[config.mk]
export PLATFORM = sky130hd
export DESIGN_NAME = ht_seq_trigger
export DESIGN_NICKNAME = d
export VERILOG_FILES = /design/src/rtl/ht_seq_trigger.sv
export SDC_FILE = /design/constraint.sdc
export NUM_CORES = 1
export LEC_CHECK = 0
export ABC_CLOCK_PERIOD_IN_PS = 2700
export CORE_AREA = 8 8 49 51
export CTS_CLUSTER_SIZE = 14
export DETAILED_ROUTE_END_ITERATION = 10
export DIE_AREA = 0 0 57 59
export PLACE_DENSITY = 0.79
export SYNTH_ARGS = -nofsm -noshare
export SYNTH_HDL_FRONTEND = slang
export SYNTH_SLANG_ARGS = --single-unit
[constraint.sdc]
create_clock -name clk -period 2.7 [get_ports clk]
set_input_delay 0.54 -clock clk [delete_from_list [all_inputs] [get_ports clk]]
set_output_delay 0.54 -clock clk [all_outputs]
set_load 0.01 [all_outputs]
[src/rtl/ht_seq_trigger.sv]
// Sequential trigger-and-payload test article: counts rising edges of a masked trigger
// condition and XORs a payload mask onto the data path once the threshold is reached.
// Optional macro HT_STICKY_PAYLOAD_EN makes the payload window absorbing.
module ht_seq_trigger #(
   parameter int                 N_TRIG         = 4,
   parameter logic [N_TRIG-1:0]  TRIG_MASK      = 4'b0011,
   parameter int                 THRESHOLD      = 8,
   parameter int                 DATA_W         = 8,
   parameter logic [DATA_W-1:0]  PAYLOAD_MASK   = 8'h01,
   parameter int                 PAYLOAD_CYCLES = 4,
   localparam int                CW             = $clog2(THRESHOLD + 1)
) (
   input  logic              clk,
   input  logic              rst,
   input  logic              ht_en,
   input  logic [N_TRIG-1:0] trig_in,
   input  logic [DATA_W-1:0] data_in,
   output logic [DATA_W-1:0] data_out,
   output logic              fire,
   output logic [CW-1:0]     evt_cnt
);

   typedef enum logic {IDLE, FIRE} state_t;

   state_t        state_reg, state_next;
   logic          cond, cond_q, evt_hit;
   logic [CW-1:0] cnt_next;

   assign cond    = ((trig_in & TRIG_MASK) == TRIG_MASK);
   assign evt_hit = cond & ~cond_q;

`ifndef HT_STICKY_PAYLOAD_EN
   localparam int WW = (PAYLOAD_CYCLES > 1) ? $clog2(PAYLOAD_CYCLES) : 1;
   logic [WW-1:0] win_reg, win_next;

   always_ff @(posedge clk or posedge rst) begin
      if (rst) begin
         win_reg <= '0;
      end else begin
         win_reg <= win_next;
      end
   end
`endif

   always_comb begin
      state_next = state_reg;
      cnt_next   = evt_cnt;
`ifndef HT_STICKY_PAYLOAD_EN
      win_next   = win_reg;
`endif
      if (!ht_en) begin
         state_next = IDLE;
         cnt_next   = '0;
      end else begin
         case (state_reg)
            IDLE: begin
               if (evt_hit) begin
                  // Equality before increment: the count never reaches THRESHOLD.
                  if (evt_cnt == CW'(THRESHOLD - 1)) begin
                     state_next = FIRE;
                     cnt_next   = '0;
`ifndef HT_STICKY_PAYLOAD_EN
                     win_next   = WW'(PAYLOAD_CYCLES - 1);
`endif
                  end else begin
                     cnt_next = evt_cnt + CW'(1);
                  end
               end
            end
            FIRE: begin
`ifndef HT_STICKY_PAYLOAD_EN
               if (win_reg == '0) begin
                  state_next = IDLE;
               end else begin
                  win_next = win_reg - WW'(1);
               end
`endif
            end
            default: state_next = IDLE;
         endcase
      end
   end

   always_ff @(posedge clk or posedge rst) begin
      if (rst) begin
         state_reg <= IDLE;
         evt_cnt   <= '0;
         cond_q    <= 1'b0;
         fire      <= 1'b0;
         data_out  <= '0;
      end else begin
         state_reg <= state_next;
         evt_cnt   <= cnt_next;
         cond_q    <= ht_en & cond;
         fire      <= (state_next == FIRE);
         data_out  <= data_in ^ ((state_next == FIRE) ? PAYLOAD_MASK : '0);
      end
   end

endmodule

Routed clock nets over the placement:
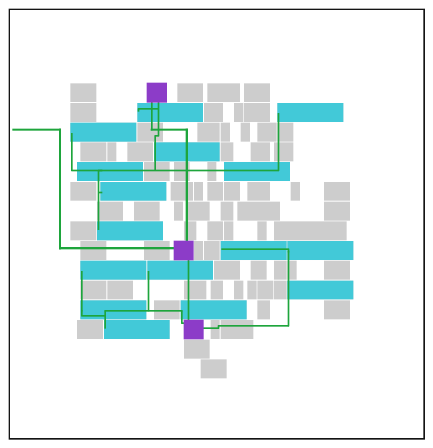
[flip-flops] cyan | count: 16
[clock wires] green | length: 206 µm
[clock drivers] purple | count: 3
routed clock nets: 4

Signal wires by layer:
The bar under the picture is 20 µm long.
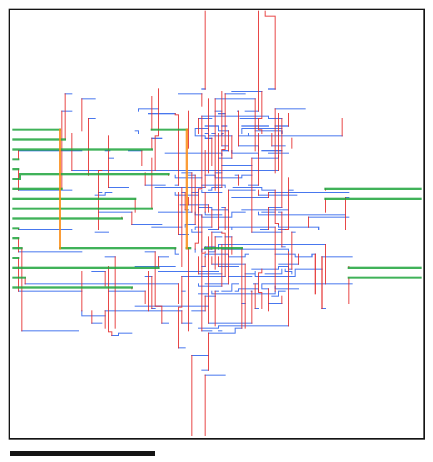
[metal 1] blue | wire length: 657 µm
[metal 4] orange | wire length: 32.6 µm
[metal 2] red | wire length: 664 µm
[metal 3] green | wire length: 227 µm

Ports around the boundary:
Pins as bars across the die edge, other pins in gray.
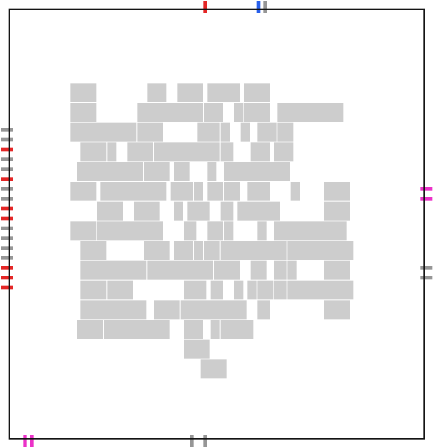
[`ht_en`] blue | pins: 1 | direction: input | edge: north
[`data_out`] red | pins: 8 | direction: output | edge: 7 west, 1 north
[`trig_in`] magenta | pins: 4 | direction: input | edge: 2 east, 2 south
die width: 57 µm
Die H: 59 µm
Port Buffers: 25

Placed standard cells:
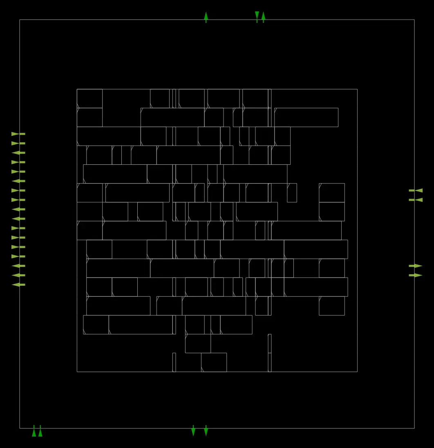
sequential share of cell area: 40.5%
core area: 0.00165 mm²

Port wiring:
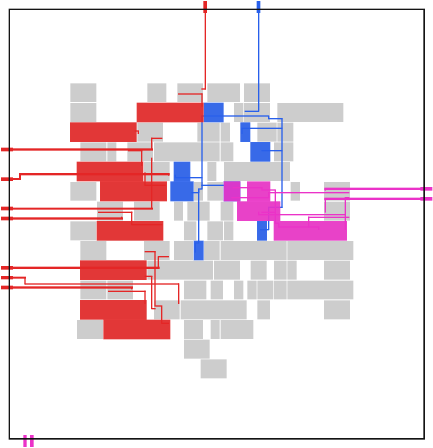
[`ht_en`] blue | bits: 1 | direction: input | edge: north | end cells: 8 | buffers: 1 | wire: 82.7 µm
[`trig_in`] magenta | bits: 4 | direction: input | edge: 2 east, 2 south | end cells: 4 | buffers: 2 | wire: 88.5 µm
[`data_out`] red | bits: 8 | direction: output | edge: 7 west, 1 north | end cells: 8 | buffers: 8 | wire: 213 µm
num ports: 28

==> CHANGELOG.md <==
### Implementation results

* Status: complete, no violations
* CTS Buffer Depth at 2
* Worst-Margin Slew at 605 ps
* Cell Type Count at 24
* Top Layout Cells: 25 x clkdlybuf4s50_1, 16 x dfrtp_1, 7 x inv_1
* Max transition margin at 59.6%
* CTS root buf: clkbuf_4
* Layout Utilization at 59.8%
* Syn_area_per_cell at 11.6 µm²
* Min Clock Period, post-route at 1860 ps
* Final hold slack at 558 ps
* Layout cells sized above 1 at 5.68%
* Power per cell area at 437 mW/mm²
* Tool Warnings at 28
* Syn. warnings at 0
* Slowest CP cell: clkdlybuf4s50_1
* Via count at 564
* Worst EP arrival at 1320 ps
* DR WL/cell at 15.0 µm
* Row cnt at 15
* Post-route DRC at 0
* WP buf/inv at 1
* Routability cong. at 0.660
* Chip area at 0.00336 mm²
* Synthesis area per yosys at 694 µm²
* CP endpoint kind: output port
* Crit path max fanout at 8
* Post-route insts no fill at 105
* Largest register FFs at 8
* Crit path DRT at 2160 ps
* Uppermost layer routed: met4
* NetSw at 97.3 µW
* Ant. Diodes at 0
* Achievable Freq at 536 MHz
* DR iter-0 viols at 9
* Crit path cell chain: clkdlybuf4s50_1
* Met1 Use GR at 11.1%
* Comb pwr share at 13.9%
* Comb. pwr at 60.0 µW
* Max-slew violation count at 0
* Cell area after layout at 988 µm²
* Setup CP Type: reg2out
* Clock network power share at 27.9%
* Max-cap viol count at 0
* Area Growth Syn to Fin at 42.3%
* HPWL after DPL at 1.19 mm
* Hold Path Class: reg2reg
* Met1 WL at 657 µm
* GRT busiest layer: met2
* Pin count of the biggest net entering global routing at 17
* Dominant logic cell type in the layout: clkdlybuf4s50_1
* Worst vdd ir at 0.338 mV
* Clock network power at 121 µW
* Clk latency late pin at 280 ps
* Standby leakage power at 0.425 nW
* # Cells Yosys at 60
* Switching share of power at 22.5%
* Antenna violations before repair at 0
* Clk pin slew, worst setup/hold paths at 80 ps
* Register share after synthesis at 57.7%
* Critical Path Max Stage Delay at 580 ps
* Syn Std Cell Area at 694 µm²
* RSZ-0062 raised after global routing: no
* H-tree Lvls at 1
* # setup viols final at 0
* Hold_buf cts at 0
* Seq cells post-synth at 16
* CTS resizes at 0
* Vias in the first global route at 597
* Final setup margin at 836 ps
* Final ANT Viol Nets at 0
* Worst path top cell family by delay: buffers and inverters
* Pwr Total at 432 µW
-- cells in the mapped netlist --
master	number	share of area (%)
mux2i_1	1	1.4
nand3b_1	1	1.1
o21ai_1	1	0.72
nand4bb_4	1	4.0
or3_1	3	2.7
nand3_1	1	0.72
and3_1	1	0.90
dfrtp_1	16	58
nor2b_1	2	1.8
nor2_1	2	1.1
a21oi_1	5	3.6
a21boi_0	2	2.2
ha_1	2	3.6
and3b_1	1	1.3
inv_1	7	3.8
a211oi_1	1	1.1
o2111ai_1	1	1.3
nand2b_1	1	0.90
a41oi_1	1	1.3
a211o_1	1	1.3
nand2_1	6	3.2
nand4_1	1	0.90
and4bb_4	1	2.3
o32ai_1	1	1.3
-- worst paths after layout --
path	startpoint	endpoint	depth (start not counted)	slack (ps)
hold reg to reg	win_reg[1]$_DFFE_PP0P_	win_reg[1]$_DFFE_PP0P_	2	560
max in group asynchronous	rst	data_out[0]$_DFF_PP0_	2	1690
min in group asynchronous	rst	data_out[6]$_DFF_PP0_	2	620
setup reg to reg	evt_cnt[0]$_DFFE_PP0P_	evt_cnt[0]$_DFFE_PP0P_	4	1220
hold / removal	win_reg[1]$_DFFE_PP0P_	win_reg[1]$_DFFE_PP0P_	2	560
setup / recovery	state_reg$_DFF_PP0_	fire	1	840
-- layout make-up --
type / count / area, µm²
clock buffer: 3 / 22.5
multi-input combinational: 37 / 268
inverter: 7 / 26.3
fill: 155 / 663
tap: 17 / 21.3
sequential: 16 / 400
timing repair buffer: 25 / 250
-- logic make-up after synthesis --
family	share of synthesized area, %
AND/OR/NAND/NOR	20.9
flip-flops	57.7
AND-OR/OR-AND	12.6
buffers and inverters	3.78
adder cells (fa/ha/maj)	3.60
multiplexers	1.44
No activity file was given, so power comes from the tool's default toggle rates.
